--- config.mk ---
export PLATFORM = sky130hd
export DESIGN_NAME = mips_decode_npc
export DESIGN_NICKNAME = d
export VERILOG_FILES = /design/src/rtl/mips_decode_npc.sv
export SDC_FILE = /design/constraint.sdc
export NUM_CORES = 1
export LEC_CHECK = 0
export ABC_AREA = 1
export CAP_MARGIN = 30
export CORE_UTILIZATION = 28
export CTS_CLUSTER_DIAMETER = 50
export DETAILED_ROUTE_END_ITERATION = 12
export RECOVER_POWER = 50
export SKIP_LAST_GASP = 1
export SLEW_MARGIN = 20
export SYNTH_ARGS = -nofsm -noshare
export SYNTH_HDL_FRONTEND = slang
export SYNTH_SLANG_ARGS = --single-unit
--- constraint.sdc ---
create_clock -name clk -period 10.8 [get_ports clk]
set_clock_uncertainty 0.1 [all_clocks]
set_input_delay 2.7 -clock clk [delete_from_list [all_inputs] [get_ports clk]]
set_output_delay 2.7 -clock clk [all_outputs]
set_load 0.005 [all_outputs]
--- src/rtl/mips_decode_npc.sv ---
// Single-cycle MIPS control slice: instruction decode, immediate extension,
// next-PC selection and the PC register itself.
module mips_decode_npc (
    input  logic        clk,
    input  logic        rst,
    input  logic [31:0] instr,
    input  logic        zero,
    input  logic [31:0] rs_data,
    output logic [31:0] pc,
    output logic [31:0] npc,
    output logic [31:0] pc_plus4,
    output logic [31:0] imm32,
    output logic        reg_dst,
    output logic        link,
    output logic        reg_write,
    output logic        mem_read,
    output logic        mem_write,
    output logic        memto_reg,
    output logic        alu_src,
    output logic        alu_a_src,
    output logic [3:0]  alu_op,
    output logic [1:0]  ext_op,
    output logic [1:0]  npc_op,
    output logic        shift_index,
    output logic        shift_right,
    output logic        shift_arith
);

    localparam logic [5:0] OP_RTYPE = 6'h00;
    localparam logic [5:0] OP_J     = 6'h02;
    localparam logic [5:0] OP_JAL   = 6'h03;
    localparam logic [5:0] OP_BEQ   = 6'h04;
    localparam logic [5:0] OP_BNE   = 6'h05;
    localparam logic [5:0] OP_ADDI  = 6'h08;
    localparam logic [5:0] OP_ADDIU = 6'h09;
    localparam logic [5:0] OP_SLTI  = 6'h0A;
    localparam logic [5:0] OP_SLTIU = 6'h0B;
    localparam logic [5:0] OP_ANDI  = 6'h0C;
    localparam logic [5:0] OP_ORI   = 6'h0D;
    localparam logic [5:0] OP_XORI  = 6'h0E;
    localparam logic [5:0] OP_LUI   = 6'h0F;
    localparam logic [5:0] OP_LW    = 6'h23;
    localparam logic [5:0] OP_SW    = 6'h2B;

    localparam logic [3:0] ALU_ADD   = 4'b0000;
    localparam logic [3:0] ALU_SUB   = 4'b0001;
    localparam logic [3:0] ALU_AND   = 4'b0010;
    localparam logic [3:0] ALU_OR    = 4'b0011;
    localparam logic [3:0] ALU_XOR   = 4'b0100;
    localparam logic [3:0] ALU_NOR   = 4'b0101;
    localparam logic [3:0] ALU_SLT   = 4'b0110;
    localparam logic [3:0] ALU_SLTU  = 4'b0111;
    localparam logic [3:0] ALU_PASSA = 4'b1001;

    localparam logic [1:0] EXT_ZERO  = 2'b00;
    localparam logic [1:0] EXT_SIGN  = 2'b01;
    localparam logic [1:0] EXT_UPPER = 2'b10;

    localparam logic [1:0] NPC_SEQ    = 2'b00;
    localparam logic [1:0] NPC_BRANCH = 2'b01;
    localparam logic [1:0] NPC_JUMP   = 2'b10;
    localparam logic [1:0] NPC_REG    = 2'b11;

    logic [5:0]  op_s;
    logic [5:0]  funct_s;
    logic [15:0] imm_s;
    logic [25:0] target_s;
    logic [31:0] pc_r;
    logic [31:0] pc_plus4_s;
    logic [31:0] imm32_s;
    logic [31:0] npc_s;

    logic        reg_dst_s;
    logic        link_s;
    logic        reg_write_s;
    logic        mem_read_s;
    logic        mem_write_s;
    logic        memto_reg_s;
    logic        alu_src_s;
    logic        alu_a_src_s;
    logic [3:0]  alu_op_s;
    logic [1:0]  ext_op_s;
    logic [1:0]  npc_op_s;
    logic        shift_index_s;
    logic        shift_right_s;
    logic        shift_arith_s;

    function automatic logic [31:0] extend_imm(input logic [15:0] imm, input logic [1:0] mode);
        logic [31:0] result;
        case (mode)
            EXT_ZERO:  result = {16'h0000, imm};
            EXT_SIGN:  result = {{16{imm[15]}}, imm};
            EXT_UPPER: result = {imm, 16'h0000};
            default:   result = {16'h0000, imm};
        endcase
        return result;
    endfunction

    assign op_s     = instr[31:26];
    assign funct_s  = instr[5:0];
    assign imm_s    = instr[15:0];
    assign target_s = instr[25:0];

    // Main decoder: opcode/funct to datapath controls, everything defaults to 0
    always_comb begin
        reg_dst_s     = 1'b0;
        link_s        = 1'b0;
        reg_write_s   = 1'b0;
        mem_read_s    = 1'b0;
        mem_write_s   = 1'b0;
        memto_reg_s   = 1'b0;
        alu_src_s     = 1'b0;
        alu_a_src_s   = 1'b0;
        alu_op_s      = ALU_ADD;
        ext_op_s      = EXT_ZERO;
        npc_op_s      = NPC_SEQ;
        shift_index_s = 1'b0;
        shift_right_s = 1'b0;
        shift_arith_s = 1'b0;
        case (op_s)
            OP_RTYPE: begin
                reg_dst_s   = 1'b1;
                reg_write_s = 1'b1;
                case (funct_s)
                    6'h20, 6'h21: alu_op_s = ALU_ADD;
                    6'h22, 6'h23: alu_op_s = ALU_SUB;
                    6'h24:        alu_op_s = ALU_AND;
                    6'h25:        alu_op_s = ALU_OR;
                    6'h26:        alu_op_s = ALU_XOR;
                    6'h27:        alu_op_s = ALU_NOR;
                    6'h2A:        alu_op_s = ALU_SLT;
                    6'h2B:        alu_op_s = ALU_SLTU;
                    // Shifts route the shifter result through ALU A unchanged
                    6'h00, 6'h02, 6'h03, 6'h04, 6'h06, 6'h07: begin
                        alu_a_src_s   = 1'b1;
                        alu_op_s      = ALU_PASSA;
                        shift_index_s = funct_s[2];
                        shift_right_s = funct_s[1];
                        shift_arith_s = funct_s[1] & funct_s[0];
                    end
                    6'h08: begin
                        reg_write_s = 1'b0;
                        npc_op_s    = NPC_REG;
                    end
                    default: reg_write_s = 1'b0;
                endcase
            end
            OP_ADDI, OP_ADDIU: begin
                alu_src_s = 1'b1; reg_write_s = 1'b1;
                alu_op_s = ALU_ADD; ext_op_s = EXT_SIGN;
            end
            OP_SLTI: begin
                alu_src_s = 1'b1; reg_write_s = 1'b1;
                alu_op_s = ALU_SLT; ext_op_s = EXT_SIGN;
            end
            OP_SLTIU: begin
                alu_src_s = 1'b1; reg_write_s = 1'b1;
                alu_op_s = ALU_SLTU; ext_op_s = EXT_SIGN;
            end
            OP_ANDI: begin
                alu_src_s = 1'b1; reg_write_s = 1'b1;
                alu_op_s = ALU_AND; ext_op_s = EXT_ZERO;
            end
            OP_ORI: begin
                alu_src_s = 1'b1; reg_write_s = 1'b1;
                alu_op_s = ALU_OR; ext_op_s = EXT_ZERO;
            end
            OP_XORI: begin
                alu_src_s = 1'b1; reg_write_s = 1'b1;
                alu_op_s = ALU_XOR; ext_op_s = EXT_ZERO;
            end
            OP_LUI: begin
                alu_src_s = 1'b1; reg_write_s = 1'b1;
                alu_op_s = ALU_ADD; ext_op_s = EXT_UPPER;
            end
            OP_LW: begin
                alu_src_s = 1'b1; reg_write_s = 1'b1;
                alu_op_s = ALU_ADD; ext_op_s = EXT_SIGN;
                mem_read_s = 1'b1; memto_reg_s = 1'b1;
            end
            OP_SW: begin
                alu_src_s = 1'b1; mem_write_s = 1'b1;
                alu_op_s = ALU_ADD; ext_op_s = EXT_SIGN;
            end
            OP_BEQ: begin
                alu_op_s = ALU_SUB; ext_op_s = EXT_SIGN;
                npc_op_s = zero ? NPC_BRANCH : NPC_SEQ;
            end
            OP_BNE: begin
                alu_op_s = ALU_SUB; ext_op_s = EXT_SIGN;
                npc_op_s = zero ? NPC_SEQ : NPC_BRANCH;
            end
            OP_J: npc_op_s = NPC_JUMP;
            OP_JAL: begin
                npc_op_s    = NPC_JUMP;
                link_s      = 1'b1;
                reg_write_s = 1'b1;
            end
            default: npc_op_s = NPC_SEQ;
        endcase
    end

    assign pc_plus4_s = pc_r + 32'd4;
    assign imm32_s    = extend_imm(imm_s, ext_op_s);

    // Next-PC selection; all additions wrap modulo 2^32
    always_comb begin
        npc_s = pc_plus4_s;
        case (npc_op_s)
            NPC_SEQ:    npc_s = pc_plus4_s;
            NPC_BRANCH: npc_s = pc_plus4_s + {imm32_s[29:0], 2'b00};
            NPC_JUMP:   npc_s = {pc_plus4_s[31:28], target_s, 2'b00};
            NPC_REG:    npc_s = rs_data;
            default:    npc_s = pc_plus4_s;
        endcase
    end

    // PC register; reset clears it immediately and drops any pending npc
    always_ff @(posedge clk or negedge rst) begin
        if (!rst) begin
            pc_r <= 32'h0000_0000;
        end else begin
            pc_r <= npc_s;
        end
    end

    assign pc          = pc_r;
    assign npc         = npc_s;
    assign pc_plus4    = pc_plus4_s;
    assign imm32       = imm32_s;
    assign reg_dst     = reg_dst_s;
    assign link        = link_s;
    // Architectural state writes are blocked while reset is held
    assign reg_write   = reg_write_s & rst;
    assign mem_write   = mem_write_s & rst;
    assign mem_read    = mem_read_s;
    assign memto_reg   = memto_reg_s;
    assign alu_src     = alu_src_s;
    assign alu_a_src   = alu_a_src_s;
    assign alu_op      = alu_op_s;
    assign ext_op      = ext_op_s;
    assign npc_op      = npc_op_s;
    assign shift_index = shift_index_s;
    assign shift_right = shift_right_s;
    assign shift_arith = shift_arith_s;

endmodule

**Run 1: placement density heat map**

(2 px per micron) The die is cut into 14 by 14 equal tiles; white is low, dark blue is high, 0 to 100% covered.
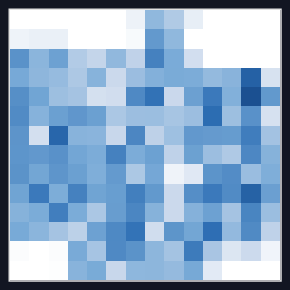
emptiest ninth of the die = upper right
fullest tile = 87%
mean over tiles = 39%
tiles over 75% full = 2.6%
nearly empty tiles = 15%
core area: 17300 sq um
Init Core Util: 0.2870
final core utilization: 0.4248

**Run 1: routing congestion**

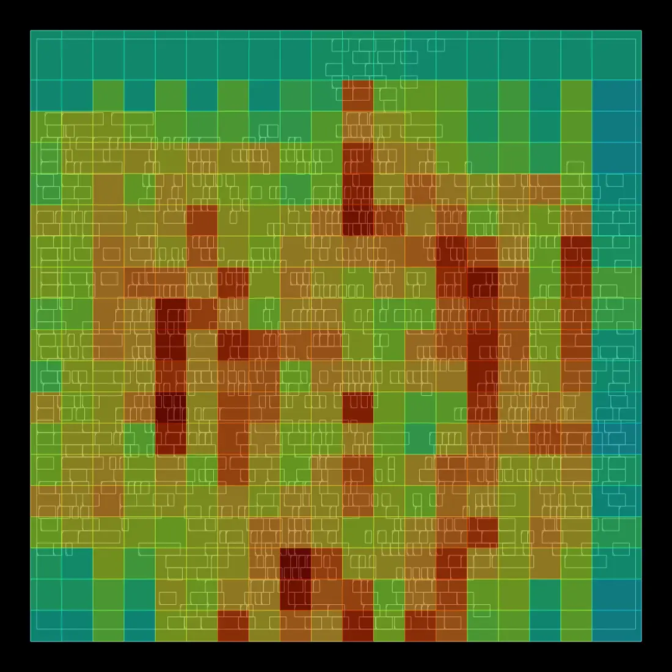
drt wl/cell: 17.71 microns
M3 GR Usage: 0.04863

==> flow_summary.yaml, run 1 <==
# generated from flow reports
final_layout:
  antennaDiodeCount: 0
  nFillCells: 1870
  drive_gt1_frac: 0.04767
  finalNetCount: 1129
  largest_register_ff_count: 32
  syn_to_final_growth_pct: 48.05
  final_cells: 1253
grt:
  grt_pass1_vias: 6008
  antenna_found_initial: 0
  grt_util_all_layers: 0.2467
  grt_max_degree: 34
  grt_overflow: 0
  grt_first_pass_wirelength_microns: 33930
final_timing:
  finalClockPeriodUsage: 0.9491
  setup_viol: 0
  timing.fmax_mhz: 97.56
  max_slew.worst_pin.slew_ns: 2.170
  setup_tns_ns: 0
  layout_min_cycle_time_ns: 10.25
  hold_violations: 0
  holdWs_ns: 0.4467
  max_slew_margin: -0.4466
  rsz0062_at_grt: "no"
  drv_slew: 68
setup_path:
  cpPeakStageDelay_ns: 0.55
  rr_startpoint: "pc[2]"
  path_class: "input pin to output pin"
  worst-r2r-setup-slack_ns: 6.73
  crit_path_top_delay_cell: "dlygate4sd3_1"
  worstSetupStartpointType: "input pin"
  cp_common_cell: "nand2_1"
  crit_path_start: "instr[30]"
  crit_required_ns: 8.00
  cp-end-kind: "output pin"
  cp_max_fo: 17
  endpoint: "npc[22]"
  r2r_cells: 18
  cp.arrival_ns: 7.45
  rr_endpoint: "pc[31]"
die:
  rows: 48
  dieArea_sq_um: 18260
  fp.dieH_microns: 135.1
  pin_count: 214
  die_w_microns: 135.1
synth:
  numSynthFlops: 32
  ys_seq_share: 0.1613
  synthCells: 825
  syn_area_sq_um: 4964
  synth.avg_cell_area_sq_um: 6.016
  ys_top_cells_by_area: "dfrtp_1 (16%), nand2_1 (16%), inv_1 (9.6%)"
  synth.top_cell.area_share: 0.1613
  yosys_warnings: 0
  synth_nets: 926
  yosysUniqueCellTypes: 48
  yosysTopAreaCell: "dfrtp_1"
  synth_chip_area_sq_um: 4964
  ys_cells: 825
place:
  dpl.hpwl_microns: 18370
  port_buffers: 213
  gp_congestion: 0.9570
  dp_cells: 1246
hold_path:
  min_path_type: "flip-flop to flip-flop"
  min_from: "pc[1]"
outcome:
  violations: "capacitance limit, slew limit"
  status: "finished with violations"
power_and_ir_drop:
  p_total_w: 0.001116
  p_leak_nw: 3.578
  p_per_area_nw_per_um2: 151.9
  ir_drop_uv: 120.6
run:
  tool_warnings: 28
  drv_cap: 2
clocking:
  clkSlewWorstSetupHoldPaths_ns: 0.05
  clock_tree.root_cell: "clkbuf_16"
  post_cts_hold_buffer_count: 0
  cts_buffers: 5
  clk_path_buf_depth: 2
  cts_tree: "yes"
  htree_levels: 2
  clock_sinks: 32
  insertion_delay_ns: 0.29
routing:
  ant_nets: 0
  drtIter0Drc: 417
  drtPass1Iterations: 5
  via_per_inst: 4.984
  drc: 0
**Run 1: metal 4**

(3 px per micron)
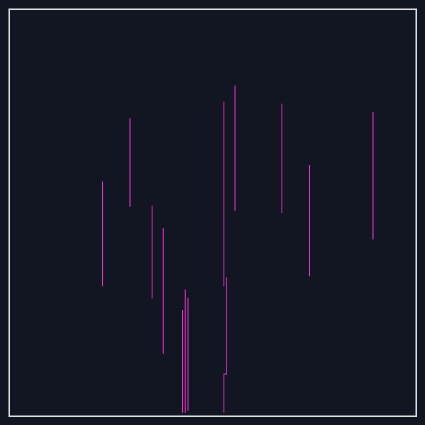
longest straight run = 61.2 microns
share of all routed wire = 2.3%
wire length on this layer = 512 microns
main direction = vertical
Routed WL: 22190 microns
vias post-DR: 6245

-- run 1: worst min path at each step --
stage	to	cells after the start	slack (ns)
6_report	pc[1]	1	0.45
5_1_grt	pc[1]	1	0.48
4_1_cts	pc[1]	1	0.46
3_5_place_dp	pc[1]	1	0.44
3_3_place_gp	pc[1]	1	0.45
2_1_floorplan	pc[0]	1	0.46
-- run 1: report_power, final --
group          internal, W  switching, W  leakage, nW  total (W)
logic             0.000359      0.000390         3.09   0.000749
registers         0.000156     0.0000564        0.407   0.000212
clock network    0.0000969     0.0000588       0.0760   0.000156
-- run 1: layout by cell type (no fill, tap or decap), types with 3 or more instances in the layout --
cell,count
xor2_1,15
o21ai_0,19
ha_1,32
a22o_1,3
a31oi_1,4
nand2_1,211
dlygate4sd3_1,55
nand3_1,92
nand3b_1,7
xnor2_1,7
nor2_1,87
nand3_2,4
a221oi_1,3
nand4_1,9
dfrtp_1,32
inv_1,127
nand2_2,11
a22oi_1,26
nor3_1,16
nor2_2,4
a21oi_1,49
or2_2,10
clkdlybuf4s50_1,157
clkbuf_16,5
buf_4,3
or2_1,6
o21ai_1,3
-- run 1: synthesized netlist by cell type (all sizes together) --
cell type and number:
nand2 224, inv 130, nand3 96, nor2 93, a21oi 50, ha 33
dfrtp 32, a22oi 26, o21ai 22, nor3 16, or2 16, xor2 15
buf 11, clkbuf 10, nand4 9, nand3b 7, xnor2 7, a31oi 4
a221oi 3, a22o 3, a211oi 2, nor3b 2, o211ai 2, o311ai 2
a2111oi 1, a21o 1, a221o 1, bufbuf 1, fa 1, nor4 1
o2111ai 1, o21bai 1, o41ai 1, xor3 1
-- run 1: metal layers --
metal	track usage	vias to the layer above	share of wire
li1	-	3116	-
met1	0.3250	2856	0.46
met2	0.4060	245	0.45
met3	0.04863	28	0.072
met4	0.07116	0	0.023
met5	0	-	0
-- run 1: cells by family after synthesis --
family,after synthesis,synth area share
simple gates,464,0.4306
xor+xnor,23,0.04361
compound gates,120,0.1490
buf+inv,152,0.1283
flops,32,0.1613
fa+ha+maj,34,0.08722
-- run 1: critical path: cells and delay by family --
family                     cells  cell delay (ns)
AOI/OAI and AO/OA              1             0.17
and+or+nand+nor               20             2.18
adders and majority gates      3             1.04
buffers and inverters          5             1.36
-- run 1: cell type report --
type	count	area (sq um)	area share
flip-flops and latches	32	800.8	0.1090
clock buffers	7	152.6	0.02077
repair buffers	218	2157	0.2935
well taps	225	281.5	0.03831
inverters	130	488.0	0.06641
multi-input cells	641	3468	0.4720
-- run 1: metrics by stage --
step                      instance area (sq um)  setup slack (ns)
after floorplan                            4964             1.911
after global placement                     7269            0.4976
after detailed placement                   7269            0.3605
after CTS                                  7422            0.3561
after global routing                       7348           0.07857
final                                      7348            0.5495
-- run 1: repair_timing --
item	in CTS	in global routing
resized	0	1
endpoints found under the setup margin	0	2
buffers inserted	0	0
**Run 1: power grid**

(3 px per micron) Pins as bars on the die edge.
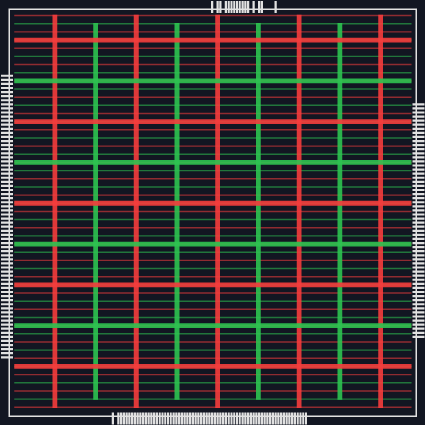

==> run 1 -> run 2 <==
--- a/config.mk
+++ b/config.mk
@@ -7,6 +7,7 @@
 export LEC_CHECK = 0
 export ABC_AREA = 1
 export CAP_MARGIN = 30
+export CORE_MARGIN = 2
 export CORE_UTILIZATION = 28
 export CTS_CLUSTER_DIAMETER = 50
 export DETAILED_ROUTE_END_ITERATION = 12
@@ -16,3 +17,4 @@
 export SYNTH_ARGS = -nofsm -noshare
 export SYNTH_HDL_FRONTEND = slang
 export SYNTH_SLANG_ARGS = --single-unit
+export TNS_END_PERCENT = 30
**Run 2: power grid**

(3 px per micron) Pins as bars on the die edge.
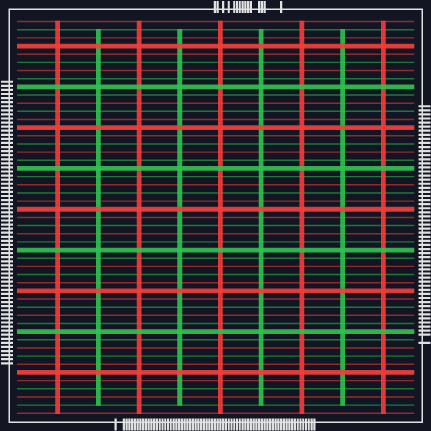
green -> VDD
red -> VSS
met4 straps = 9
met1 rails = 49
met5 straps = 9
Die X: 137.1 microns
worst vdd ir: 118.0 uV
Die Y: 137.1 microns

==> flow_summary.yaml, run 2 <==
# generated from flow reports
final_layout:
  syn_to_final_growth_pct: 48.22
  largest_register_ff_count: 32
  antennaDiodeCount: 0
  mostFrequentLayoutCells: "nand2_1 (211), clkdlybuf4s50_1 (156), inv_1 (127)"
  drive_gt1_frac: 0.04869
  final_cells: 1252
  fin_area_sq_um: 7357
  finalNetCount: 1128
  nFillCells: 1844
  layout_top_cell: "nand2_1"
synth:
  synth_chip_area_sq_um: 4964
  yosysUniqueCellTypes: 48
  ys_top_cells_by_area: "dfrtp_1 (16%), nand2_1 (16%), inv_1 (9.6%)"
  synth-edff-count: 0
  ff_type: "dfrtp_1"
  numSynthFlops: 32
  ys_cells: 825
  synthArstFlopShare: 1.000
  synth_nets: 926
  yosys_warnings: 0
  synth.top_cell.area_share: 0.1613
  synth.avg_cell_area_sq_um: 6.016
  yosysMostFrequentCell: "nand2_1"
  yosysTopAreaCell: "dfrtp_1"
  synthCells: 825
  syn_area_sq_um: 4964
  top_cells_by_count: "nand2_1 (209), inv_1 (127), nand3_1 (91)"
  ys_seq_share: 0.1613
grt:
  antenna_found_initial: 0
  grt_first_pass_wirelength_microns: 33770
  grt_util_all_layers: 0.2393
  grt_pass1_vias: 6080
  grt_overflow: 0
  grt_max_degree: 34
final_timing:
  timing.fmax_mhz: 98.16
  max_slew_margin: -0.4406
  max_slew.worst_pin.slew_ns: 2.161
  setup_viol: 0
  setup_tns_ns: 0
  finalClockPeriodUsage: 0.9433
  hold_violations: 0
  drv_slew: 68
  fin_ws_ns: 0.6123
  rsz0062_at_grt: "no"
  layout_min_cycle_time_ns: 10.19
run:
  drv_cap: 2
  tool_warnings: 28
die:
  pin_count: 214
  core_sq_um: 17300
  dieArea_sq_um: 18810
  fp-utilization: 0.2870
  rows: 48
place:
  gp_congestion: 0.9713
  pre_cts_ws_ns: 0.4135
  port_buffers: 213
  dpl_cell_area_sq_um: 7267
  dpl.hpwl_microns: 18410
  dp_cells: 1245
clocking:
  clock_sinks: 32
  clkSlewWorstSetupHoldPaths_ns: 0.05
  clk_path_buf_depth: 2
  htree_levels: 2
  insertion_delay_ns: 0.29
  cts_buffers: 5
  cts_tree: "yes"
  clock_tree.root_cell: "clkbuf_16"
setup_path:
  path_class: "input pin to output pin"
  cp.arrival_ns: 7.39
  worstSetupStartpointType: "input pin"
  cp_max_fo: 17
  crit_required_ns: 8.00
  cp-end-kind: "output pin"
routing:
  via_per_inst: 4.991
  drt_wl_total_microns: 22390
  drc: 0
  wire_per_inst_microns: 17.88
  drtIter0Drc: 365
  ant_nets: 0
  vias: 6249
  drtPass1Iterations: 5
hold_path:
  min_path_type: "flip-flop to flip-flop"
power_and_ir_drop:
  p_leak_nw: 3.582
  p_per_area_nw_per_um2: 152.1
  p_total_w: 0.001119
outcome:
  status: "finished with violations"
  violations: "capacitance limit, slew limit"
==> run 2: netlist changes by cell type in the layout (fill, tap and decap cells not counted) <==
cell,before,now
o21ai_0,19,18
dlygate4sd3_1,55,56
o21ai_2,0,1
nor2_1,87,86
clkdlybuf4s50_1,157,156
nor2_4,1,3
buf_4,3,2
nor2_2,4,3
==> run 2: critical path, cell delays in order <==
cell             delay, ns
clkdlybuf4s50_1       0.50
inv_2                 0.12
nor2_1                0.06
nand3_1               0.11
inv_1                 0.06
nor3_1                0.38
inv_1                 0.10
ha_2                  0.43
nor2_8                0.28
nor2_1                0.10
ha_1                  0.22
fa_1                  0.39
nand2_1               0.10
nand2_1               0.06
a21oi_1               0.18
nor2_1                0.08
nand2_1               0.07
nand2_1               0.10
nand2_1               0.09
nand2_1               0.08
nand2_1               0.08
nand2_1               0.12
or2_1                 0.24
nand3_1               0.07
nand3_1               0.15
clkdlybuf4s50_1       0.51
==> run 2: area by class of cell <==
type | instances | area [sq um] | share of cell area
multi-input combinational | 641 | 3485 | 0.4736
clock buffer | 7 | 152.6 | 0.02075
tap | 225 | 281.5 | 0.03827
inverter | 130 | 488.0 | 0.06633
timing repair buffer | 217 | 2150 | 0.2922
sequential | 32 | 800.8 | 0.1088
==> run 2: cell families after synthesis <==
kind of cell | after synthesis | share of synthesized area
AOI/OAI and AO/OA | 120 | 0.1490
xor gates and xnor gates | 23 | 0.04361
adders and majority gates | 34 | 0.08722
buffers and inverters | 152 | 0.1283
DFF | 32 | 0.1613
and+or+nand+nor | 464 | 0.4306
==> run 2: routing by layer <==
metal  wire [microns]  vias up  track usage
li1                 -     3114            -
met1            10230     2847       0.3130
met2            10140      258       0.3991
met3             1561       30      0.04593
met4              466        0      0.06816
met5                0        -            0
==> run 2: report_power, final <==
group / total, W / internal (W) / switching, W
registers: 0.000214 / 0.000156 / 0.0000580
clock network: 0.000153 / 0.0000968 / 0.0000560
logic: 0.000753 / 0.000359 / 0.000394
==> run 2: timing repair <==
action,in CTS,in global routing
endpoints found under the setup margin,0,5
setup buffers,0,0
hold buffers,0,0
endpoints found under the hold margin,0,0
gates resized,0,1
==> run 2: worst paths after layout <==
path / from / endpoint / slack, ns / cells past startpoint
setup / recovery: instr[28] / npc[18] / 0.61 / 26
hold / removal: pc[0] / pc[0] / 0.44 / 1
setup reg to reg: pc[3] / pc[31] / 6.63 / 18
hold reg to reg: pc[0] / pc[0] / 0.44 / 1
max in group asynchronous: rst / pc[14] / 6.33 / 2
min in group asynchronous: rst / pc[21] / 3.03 / 2
==> run 2: stage by stage <==
stage	util	hold WS [ns]
2_1_floorplan	-	0.4581
3_3_place_gp	0.4201	0.4414
3_5_place_dp	0.4201	0.4410
4_1_cts	0.4290	0.4570
5_1_grt	0.4253	0.4953
6_report	0.4253	0.4438
Power figures rest on the tool's default switching activity, not on a simulated workload.
